==> src/rtl/bids22_pkg.sv <==
// bids22_pkg: shared types for the bids22 settlement ledger and its history FIFO.
package bids22_pkg;
  localparam int HIST_ROUND_W = 8;
  localparam int AMT_W = 32;
  typedef enum logic [1:0] {NONE = 2'd0, X = 2'd1, Y = 2'd2, Z = 2'd3} winner_t;
  typedef enum logic [1:0] {OK = 2'd0, NOWIN = 2'd1, NOFUNDS = 2'd2, MULTI = 2'd3} settle_err_t;
  typedef enum logic [1:0] {IDLE = 2'd0, CHECK = 2'd1, DEBIT = 2'd2, LOG = 2'd3} ledger_state_t;
  typedef struct packed {
    logic [HIST_ROUND_W-1:0] round_id;
    winner_t                 winner;
    settle_err_t             err;
    logic [AMT_W-1:0]        amount;
  } hist_rec_t;
  // Flags packed as {z, y, x}; anything other than exactly one set bit has no winner.
  function automatic winner_t decode_win(input logic [2:0] f);
    return f == 3'b001 ? X : f == 3'b010 ? Y : f == 3'b100 ? Z : NONE;
  endfunction
endpackage

==> src/rtl/bids22_hist_fifo.sv <==
// bids22_hist_fifo: show-ahead circular history buffer that drops its oldest entry on overflow.
module bids22_hist_fifo #(
  parameter int DEPTH = 8,
  parameter int WIDTH = 44
) (
  input  logic                   clk,
  input  logic                   reset_n,
  input  logic                   push_i,
  input  logic                   pop_i,
  input  logic [WIDTH-1:0]       wdata_i,
  output logic                   valid_o,
  output logic [WIDTH-1:0]       rdata_o,
  output logic [$clog2(DEPTH):0] count_o,
  output logic                   ovf_o
);
  localparam int AW = $clog2(DEPTH);
  localparam int CW = AW + 1;
  logic [WIDTH-1:0] mem_q [DEPTH];
  logic [AW-1:0]    wr_q, rd_q;
  logic [CW-1:0]    cnt_q;
  logic             ovf_q, full, pop, drop;
  always_comb begin
    full    = cnt_q == CW'(DEPTH);
    valid_o = cnt_q != '0;
    pop     = pop_i && valid_o;
    drop    = push_i && !pop && full;
    rdata_o = valid_o ? mem_q[rd_q] : '0;
    count_o = cnt_q;
    ovf_o   = ovf_q;
  end
  always_ff @(posedge clk or negedge reset_n) begin
    if (!reset_n) begin
      wr_q  <= '0;
      rd_q  <= '0;
      cnt_q <= '0;
      ovf_q <= 1'b0;
    end else begin
      if (push_i) wr_q <= wr_q + 1'b1;
      if (pop || drop) rd_q <= rd_q + 1'b1;
      if (push_i && !pop && !full) cnt_q <= cnt_q + 1'b1;
      else if (pop && !push_i) cnt_q <= cnt_q - 1'b1;
      if (drop) ovf_q <= 1'b1;
    end
  end
  always_ff @(posedge clk)
    if (push_i) mem_q[wr_q] <= wdata_i;
endmodule

==> src/rtl/bids22_ledger.sv <==
// bids22_ledger: validates auction results, debits the winner and logs each round to a history FIFO.
module bids22_ledger
  import bids22_pkg::*;
#(
  parameter int DEPTH   = 8,
  parameter int ROUND_W = HIST_ROUND_W
) (
  input  logic                   clk,
  input  logic                   reset_n,
  input  logic                   roundOver,
  input  logic                   X_win,
  input  logic                   Y_win,
  input  logic                   Z_win,
  input  logic [31:0]            maxBid,
  input  logic                   ld_en,
  input  logic [1:0]             ld_sel,
  input  logic [31:0]            ld_data,
  input  logic                   rd_en,
  output logic                   busy,
  output logic [31:0]            X_balance,
  output logic [31:0]            Y_balance,
  output logic [31:0]            Z_balance,
  output logic [1:0]             settle_err,
  output logic [ROUND_W-1:0]     round_cnt,
  output logic                   rd_valid,
  output logic [ROUND_W+35:0]    rd_data,
  output logic [$clog2(DEPTH):0] fifo_count,
  output logic                   ovf,
  output logic                   miss
);
  ledger_state_t      state_q, state_d;
  logic [2:0]         flags_q;
  logic [31:0]        amt_q, chk_bal;
  winner_t            winner_q, chk_win;
  settle_err_t        err_q, chk_err;
  logic [31:0]        bal_q [3];
  logic [31:0]        bal_d [3];
  logic [ROUND_W-1:0] round_q;
  logic               miss_q, idle, push;
  always_ff @(posedge clk or negedge reset_n)
    if (!reset_n) state_q <= IDLE;
    else state_q <= state_d;
  always_comb
    state_d = state_q == IDLE  ? (roundOver ? CHECK : IDLE) :
              state_q == CHECK ? DEBIT :
              state_q == DEBIT ? LOG : IDLE;
  always_comb begin
    idle = state_q == IDLE;
    busy = !idle;
    push = state_q == LOG;
  end
  // Check reads bal_q one cycle after capture, so a load issued with roundOver is already visible.
  always_comb begin
    chk_win = decode_win(flags_q);
    chk_bal = chk_win == Y ? bal_q[1] : chk_win == Z ? bal_q[2] : bal_q[0];
    chk_err = flags_q == 3'b000 ? NOWIN :
              chk_win == NONE   ? MULTI :
              chk_bal < amt_q   ? NOFUNDS : OK;
  end
  always_comb
    for (int i = 0; i < 3; i++)
      bal_d[i] = (idle && ld_en && ld_sel == 2'(i + 1)) ? ld_data :
                 (state_q == DEBIT && err_q == OK && winner_q == 2'(i + 1)) ? bal_q[i] - amt_q :
                 bal_q[i];
  always_ff @(posedge clk or negedge reset_n) begin
    if (!reset_n) begin
      bal_q    <= '{default: '0};
      flags_q  <= '0;
      amt_q    <= '0;
      winner_q <= NONE;
      err_q    <= OK;
      round_q  <= '0;
      miss_q   <= 1'b0;
    end else begin
      bal_q <= bal_d;
      if (idle && roundOver) begin
        flags_q <= {Z_win, Y_win, X_win};
        amt_q   <= maxBid;
      end
      if (state_q == CHECK) begin
        winner_q <= chk_win;
        err_q    <= chk_err;
      end
      if (push) round_q <= round_q + 1'b1;
      if (!idle && roundOver) miss_q <= 1'b1;
    end
  end
  always_comb begin
    X_balance  = bal_q[0];
    Y_balance  = bal_q[1];
    Z_balance  = bal_q[2];
    settle_err = err_q;
    round_cnt  = round_q;
    miss       = miss_q;
  end
  bids22_hist_fifo #(.DEPTH(DEPTH), .WIDTH(ROUND_W + 36)) u_fifo (
    .clk     (clk),
    .reset_n (reset_n),
    .push_i  (push),
    .pop_i   (rd_en),
    .wdata_i ({round_q, winner_q, err_q, amt_q}),
    .valid_o (rd_valid),
    .rdata_o (rd_data),
    .count_o (fifo_count),
    .ovf_o   (ovf)
  );
endmodule

==> config.mk <==
export PLATFORM = sky130hd
export DESIGN_NAME = bids22_ledger
export DESIGN_NICKNAME = d
export VERILOG_FILES = /design/src/rtl/bids22_pkg.sv /design/src/rtl/bids22_hist_fifo.sv /design/src/rtl/bids22_ledger.sv
export SDC_FILE = /design/constraint.sdc
export NUM_CORES = 1
export LEC_CHECK = 0
export CAP_MARGIN = 10
export CORE_ASPECT_RATIO = 0.75
export CORE_MARGIN = 1
export CORE_UTILIZATION = 60
export DETAILED_ROUTE_END_ITERATION = 8
export GPL_ROUTABILITY_DRIVEN = 1
export PLACE_DENSITY = 0.93
export SLEW_MARGIN = 20
export SYNTH_ARGS = -nofsm -noshare
export SYNTH_HDL_FRONTEND = slang
export SYNTH_SLANG_ARGS = --single-unit
==> constraint.sdc <==
create_clock -name clk -period 11.9 [get_ports clk]
set_input_delay 2.38 -clock clk [delete_from_list [all_inputs] [get_ports clk]]
set_output_delay 2.38 -clock clk [all_outputs]
set_load 0.1 [all_outputs]
==> qor.rpt <==
RUN STATUS
--------------------------------------------------------------------------------
Result of the run .................................................    completed

FINISH
--------------------------------------------------------------------------------
Layout area overhead ..............................................        17.5%
Most common cell after layout, fill and taps aside ................     edfxtp_1
Total non-filler cell area in the finished layout .................   30500 um^2
Util after Layout .................................................        72.0%
Top logic cells by instance count in the layout ................... edfxtp_1, clkdlybuf4s50_1, nand2_1
Ratio of cells with drive above 1 in the final layout .............        11.0%

FLOW RUN
--------------------------------------------------------------------------------
OpenROAD warnings .................................................           29

CRITICAL PATH
--------------------------------------------------------------------------------
Worst-path maximum fanout .........................................           46
Crit Path Category ................................................   reg -> out
CP Launch Point ................................................... u_fifo.rd_q[0]
Startpoint of the lowest-slack register-to-register path ..........   flags_q[0]
Worst Setup End Kind ..............................................   output pin
Required arrival time at the worst endpoint .......................      9520 ps
Worst setup slack for register-to-register paths ..................      6890 ps
Signal arrival time at the worst endpoint .........................      4510 ps

PLACEMENT
--------------------------------------------------------------------------------
Worst setup slack before clock tree synthesis .....................      5660 ps
Estimated wirelength of the detail-placed design ..................      48.7 mm
Final RePlAce weighted congestion .................................        0.963
Total placed cells including tap cells ............................         2788

DIE
--------------------------------------------------------------------------------
Area of the die ...................................................   44100 um^2
Height of the die .................................................       182 um
Die span in x .....................................................       242 um
Placeable core area ...............................................   42400 um^2
Count of boundary I/O pins ........................................          232

SYNTH
--------------------------------------------------------------------------------
Area share, top type ..............................................        40.7%
Top post-synthesis cells by count ................................. edfxtp_1, nand2_1, a21oi_1
Unique cell types .................................................           64
Number of flops mapped to enable cells by yosys ...................          352
Register bit total from synthesis .................................          509
Yosys-reported design area after synthesis ........................   26000 um^2
Cell type with the largest total area .............................     edfxtp_1
Synth Net Count ...................................................         2279
Dominant Register Cell ............................................     edfxtp_1
Average instance area after synthesis .............................    12.6 um^2
Largest cells by area after synthesis ............................. edfxtp_1, dfrtp_1, mux4_2, ha_1, mux2i_1
Register share after synthesis ....................................        55.8%
Adder and majority gate portion of the synthesized area ...........        6.76%
Synth Cell Area ...................................................   26000 um^2

GRT
--------------------------------------------------------------------------------
Number of antenna violations at the first check in global routing .            3
Vias in the first global route ....................................        18900
Remaining global-route overflow ...................................            0

CLOCKING
--------------------------------------------------------------------------------
Cell at the root of the clock tree ................................    clkbuf_16
Setup fix buffers added after clock tree synthesis ................            0

HOLD PATH
--------------------------------------------------------------------------------
Hold Crit Depth ...................................................            1
Worst Min Path Start ..............................................         miss
Class of the most critical hold timing path .......................   reg -> reg

FINAL TIMING
--------------------------------------------------------------------------------
Final number of max-transition violations .........................            0
Worst slew slack as a fraction of its limit .......................        18.8%
Slew at the pin with the worst max-slew slack .....................      1210 ps
Final-report setup violation count ................................            0
Smallest setup slack after layout .................................      5010 ps
Period minus WS final .............................................      6890 ps

DRT
--------------------------------------------------------------------------------
Count of nets left with antenna violations after detail routing ...            0
Wire length reported by the detailed router .......................      76.6 mm
Via count normalized by instance count ............................         6.58
Post-route DRC violation count ....................................            0

-- layer usage --
layer / vias up / GRT usage, % / part of all wire (%)
li1: 8152 / - / -
met1: 9331 / 46.1 / 38
met2: 1271 / 57.5 / 48
met3: 212 / 5.00 / 9.7
met4: 0 / 14.8 / 4.3
met5: - / 0 / 0
-- critical path, stage by stage, from the launching register on --
cell and delay, ps:
dfrtp_4 1000, buf_4 820, mux4_2 630, mux2i_1 300, nor2_1 120, clkdlybuf4s50_1 1040
-- cell type report --
type	instances	area [um^2]
inverter	61	229
antenna	2	5.00
fill	2599	11900
sequential	509	14500
timing repair buffer	251	2500
tap	569	712
clock buffer	60	1290
multi-input combinational	1400	10900
clock inverter	30	359
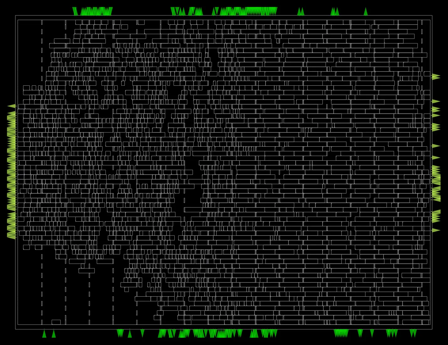
*Cell outlines without signal wires*
number of fill cells in the layout: 2599
standard-cell rows: 65

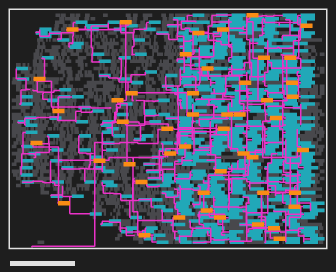
*Clock network drawn from the DEF*
Scale bar: 50 um.
magenta -> clock wires  # length 6030 um
orange -> clock drivers  # count 48
cyan -> flip-flops  # count 509
routed clock nets = 49

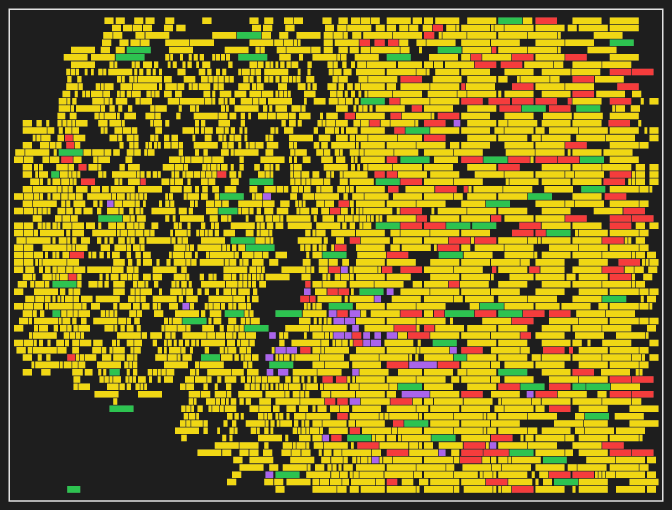
*Drive-strength map*
yellow -> _0 and _1 cells  # cells 2056, share 89%
red -> _2 cells  # cells 153, share 6.6%
purple -> _3 and _4 cells  # cells 37, share 1.6%
green -> _6 and larger  # cells 65, share 2.8%

